===== config.mk =====
export PLATFORM = sky130hd
export DESIGN_NAME = miner_result_tx_flat
export DESIGN_NICKNAME = d
export VERILOG_FILES = /design/src/rtl/miner_result_tx_if.sv /design/src/rtl/miner_result_tx.sv /design/src/flat_wrapper.sv
export SDC_FILE = /design/constraint.sdc
export NUM_CORES = 1
export LEC_CHECK = 0
export CORE_ASPECT_RATIO = 1.5
export CORE_UTILIZATION = 51
export DETAILED_ROUTE_END_ITERATION = 12
export PLACE_DENSITY = 0.78
export SYNTH_ARGS = -nofsm -noshare
export SYNTH_HDL_FRONTEND = slang
export SYNTH_SLANG_ARGS = --single-unit

===== constraint.sdc =====
create_clock -name CLK -period 6 [get_ports CLK]
set_clock_uncertainty 0.2 [all_clocks]
set_input_delay 0.6 -clock CLK [delete_from_list [all_inputs] [get_ports CLK]]
set_output_delay 0.6 -clock CLK [all_outputs]
set_load 0.005 [all_outputs]

===== src/rtl/miner_result_tx_if.sv =====
// Hasher-to-reporter bundle: solution inputs plus the UART
// frame status returned to the system.
interface miner_result_tx_if;
    logic        sol_valid;
    logic [31:0] sol_time;
    logic [31:0] sol_nonce;
    logic        tx;
    logic        busy;
    logic        frame_done;
    logic [7:0]  drop_count;

    modport master (
        output sol_valid, sol_time, sol_nonce,
        input  tx, busy, frame_done, drop_count
    );

    modport slave (
        input  sol_valid, sol_time, sol_nonce,
        output tx, busy, frame_done, drop_count
    );
endinterface


===== src/rtl/miner_result_tx.sv =====
// Captures a hasher solution on the rising edge of sol_valid and sends
// it as a 10-byte UART 8N1 frame: sync, nonce, time, XOR checksum.
module miner_result_tx #(
    parameter int          CLKS_PER_BIT = 434,
    parameter logic [7:0]  SYNC_BYTE    = 8'hA5
) (
    input  logic CLK,
    input  logic RST,
    miner_result_tx_if.slave bus
);
    localparam int TW = $clog2(CLKS_PER_BIT);
    localparam logic [TW-1:0] RELOAD = TW'(CLKS_PER_BIT - 1);

    typedef enum logic [2:0] {
        IDLE, START, DATA, STOP, DONE
    } state_t;

    state_t        state;
    logic [TW-1:0] timer;
    logic [3:0]    byte_idx;
    logic [2:0]    bit_idx;
    logic [7:0]    sh_q;
    logic [31:0]   nonce_q;
    logic [31:0]   time_q;
    logic [7:0]    csum_q;
    logic          valid_q;
    logic          tx_q;
    logic          busy_q;
    logic          done_q;
    logic [7:0]    drops_q;

    logic       capture;
    logic       idle_like;
    logic [7:0] csum_in;
    logic [7:0] next_byte;

    assign capture   = bus.sol_valid & ~valid_q;
    assign idle_like = (state == IDLE) || (state == DONE);

    assign csum_in = bus.sol_nonce[31:24] ^ bus.sol_nonce[23:16]
                   ^ bus.sol_nonce[15:8]  ^ bus.sol_nonce[7:0]
                   ^ bus.sol_time[31:24]  ^ bus.sol_time[23:16]
                   ^ bus.sol_time[15:8]   ^ bus.sol_time[7:0];

    // Byte that follows the one at byte_idx
    always_comb begin
        next_byte = csum_q;
        case (byte_idx)
            4'd0:    next_byte = nonce_q[31:24];
            4'd1:    next_byte = nonce_q[23:16];
            4'd2:    next_byte = nonce_q[15:8];
            4'd3:    next_byte = nonce_q[7:0];
            4'd4:    next_byte = time_q[31:24];
            4'd5:    next_byte = time_q[23:16];
            4'd6:    next_byte = time_q[15:8];
            4'd7:    next_byte = time_q[7:0];
            default: next_byte = csum_q;
        endcase
    end

    always_ff @(posedge CLK or negedge RST) begin
        if (!RST) begin
            state    <= IDLE;
            timer    <= '0;
            byte_idx <= '0;
            bit_idx  <= '0;
            sh_q     <= '0;
            nonce_q  <= '0;
            time_q   <= '0;
            csum_q   <= '0;
            valid_q  <= 1'b0;
            tx_q     <= 1'b1;
            busy_q   <= 1'b0;
            done_q   <= 1'b0;
            drops_q  <= '0;
        end else begin
            valid_q <= bus.sol_valid;
            done_q  <= 1'b0;
            if (capture && !idle_like && drops_q != 8'hFF)
                drops_q <= drops_q + 8'd1;
            case (state)
                IDLE, DONE: begin
                    state  <= IDLE;
                    tx_q   <= 1'b1;
                    busy_q <= 1'b0;
                    if (capture) begin
                        nonce_q  <= bus.sol_nonce;
                        time_q   <= bus.sol_time;
                        csum_q   <= csum_in;
                        sh_q     <= SYNC_BYTE;
                        byte_idx <= '0;
                        timer    <= RELOAD;
                        tx_q     <= 1'b0;
                        busy_q   <= 1'b1;
                        state    <= START;
                    end
                end
                START: begin
                    if (timer == '0) begin
                        timer   <= RELOAD;
                        tx_q    <= sh_q[0];
                        bit_idx <= '0;
                        state   <= DATA;
                    end else begin
                        timer <= timer - 1'b1;
                    end
                end
                DATA: begin
                    if (timer == '0) begin
                        timer <= RELOAD;
                        if (bit_idx == 3'd7) begin
                            tx_q  <= 1'b1;
                            state <= STOP;
                        end else begin
                            tx_q    <= sh_q[1];
                            sh_q    <= {1'b0, sh_q[7:1]};
                            bit_idx <= bit_idx + 3'd1;
                        end
                    end else begin
                        timer <= timer - 1'b1;
                    end
                end
                STOP: begin
                    if (timer == '0) begin
                        if (byte_idx == 4'd9) begin
                            done_q <= 1'b1;
                            busy_q <= 1'b0;
                            state  <= DONE;
                        end else begin
                            timer    <= RELOAD;
                            byte_idx <= byte_idx + 4'd1;
                            sh_q     <= next_byte;
                            tx_q     <= 1'b0;
                            state    <= START;
                        end
                    end else begin
                        timer <= timer - 1'b1;
                    end
                end
                default: state <= IDLE;
            endcase
        end
    end

    assign bus.tx         = tx_q;
    assign bus.busy       = busy_q;
    assign bus.frame_done = done_q;
    assign bus.drop_count = drops_q;
endmodule


===== src/flat_wrapper.sv =====
// flat-port wrapper written by rule: the top's interface ports become plain ports
module miner_result_tx_flat 
#(
    parameter int          CLKS_PER_BIT = 434,
    parameter logic [7:0]  SYNC_BYTE    = 8'hA5
)
  (CLK, RST, bus_sol_valid, bus_sol_time, bus_sol_nonce, bus_tx, bus_busy, bus_frame_done, bus_drop_count);
  miner_result_tx_if bus_i ();
  input  logic CLK;
  input  logic RST;
  input wire logic [$bits(bus_i.sol_valid)-1:0] bus_sol_valid;
  input wire logic [$bits(bus_i.sol_time)-1:0] bus_sol_time;
  input wire logic [$bits(bus_i.sol_nonce)-1:0] bus_sol_nonce;
  output wire logic [$bits(bus_i.tx)-1:0] bus_tx;
  output wire logic [$bits(bus_i.busy)-1:0] bus_busy;
  output wire logic [$bits(bus_i.frame_done)-1:0] bus_frame_done;
  output wire logic [$bits(bus_i.drop_count)-1:0] bus_drop_count;
  assign bus_i.sol_valid = bus_sol_valid;
  assign bus_i.sol_time = bus_sol_time;
  assign bus_i.sol_nonce = bus_sol_nonce;
  assign bus_tx = bus_i.tx;
  assign bus_busy = bus_i.busy;
  assign bus_frame_done = bus_i.frame_done;
  assign bus_drop_count = bus_i.drop_count;
  miner_result_tx #(.CLKS_PER_BIT(CLKS_PER_BIT), .SYNC_BYTE(SYNC_BYTE)) u_core (.CLK(CLK), .RST(RST), .bus(bus_i));
endmodule

Figure 1. M1 wires.
Scale bar: 20 um. Supply wires on this layer in gray.
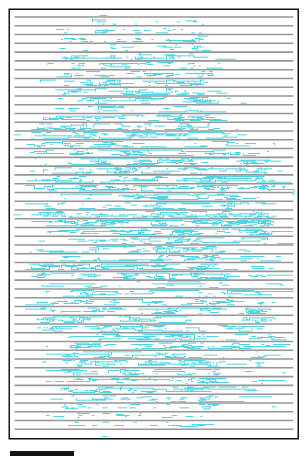
wire length on this layer = 5200 um
nets with wire on the layer = 674
longest straight run = 26.7 um

Figure 2. The metal 2 layer.
Cells faint in the background.
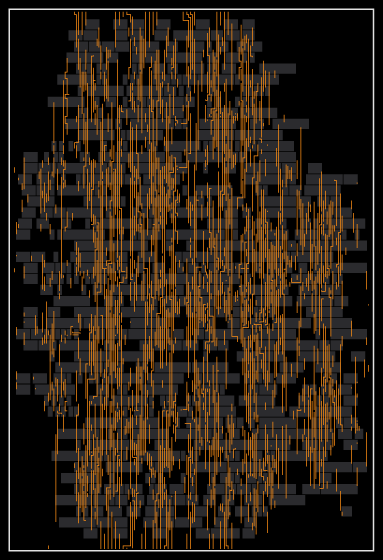
share of all routed wire = 54%
wire length on this layer = 7150 um
final WL: 13.2 mm
met2 Track Usage GR: 42.1%
Vias: 4782

==> flow_summary_export.csv <==
group,metric,value,unit
status,status,"completed",
drt,final_antenna_net_count,0,
setup_path,rr_endpoint,"u_core.sh_q[1]$_DFFE_PN0P_",
finish,fin_util,62.1,%
timing,hold_viol_final,0,
grt,overflow,0,
pwr,p_clk,554,uW
floorplan,fp_util,52.6,%
place,dpl-instance-area,6600,um2
drt,vias_per_cell,5.67,
drt,drt-met1-wl,5.20,mm
setup_path,worst-setup-path-type,"reg -> reg",
timing,period_minus_slack,2700,ps
finish,area_delta_synth_final,18.1,%
floorplan,die_w,89.2,um
setup_path,reg2regPathDepth,6,
place,place_inst,829,
logic_synthesis,async_flop_share,100,%
timing,worst_pin_slew,1280,ps
pwr,powerComb,224,uW
finish,final_cell_mix,"nand2_1, dfrtp_1, clkdlybuf4s50_1",
job,maxCapViolations,0,
floorplan,top_level_ports,78,
pwr,p_sw,387,uW
setup_path,worst_path_max_delay_cell,"ha_1",
grt,grt_use_met1,28.4,%
setup_path,cpPeakStageDelay,720,ps
logic_synthesis,ys_seq_share,47.8,%
pwr,power.density,232,nW/um2
setup_path,r2r_slack,3300,ps
drt,remaining_drc_errors,0,
floorplan,rows,47,
logic_synthesis,top_area_cell,"dfrtp_1",
cts,numCtsBuffers,9,
finish,fill_cells,975,
finish,nNetsFinal,768,
setup_path,endpoint,"u_core.sh_q[1]$_DFFE_PN0P_",
pwr,power.clock.fraction,34.8,%
floorplan,chipArea,11800,um2
cts,ctsResizeCount,0,
drt,first_pass_iters,5,
drt,top_layer,"met4",
hold_path,hold_path.class,"in -> async",
grt,grt_use_met3,4.24,%
timing,setup_slack,3300,ps
cts,cts_setup_buffers,0,
cts,clkLatencyLatePin,350,ps
Figure 3. Signal wires on met3.
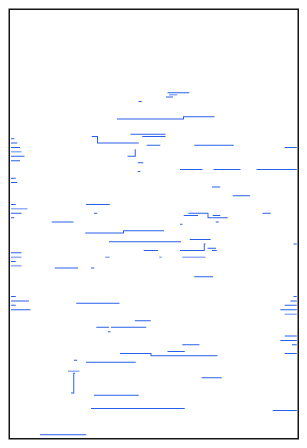
main direction = horizontal
wire length on this layer = 510 um
share of all routed wire = 3.9%
nets with wire on the layer = 66
longest straight run = 28.7 um

## layout make-up
cell class | instances | area [um2] | share of cell area (%)
Clock buffer | 12 | 246 | 3.59
Inverter | 12 | 45.0 | 0.656
Timing Repair Buffer | 78 | 776 | 11.3
Tap cell | 147 | 184 | 2.68
Multi-Input combinational cell | 481 | 2810 | 41.0
Sequential cell | 111 | 2780 | 40.5
Clock inverter | 3 | 20.0 | 0.292
## logic make-up (layout without fill, tap and decap cells)
group,Yosys count,count (layout),synth area share (%)
compound gates,101,101,12.3
xor+xnor,66,66,9.95
fa+ha+maj,8,8,1.72
buf+inv,44,105,3.79
flops,111,111,47.8
mux,7,7,1.33
simple gates,299,299,23.1
No activity file was given, so power comes from the tool's default toggle rates.
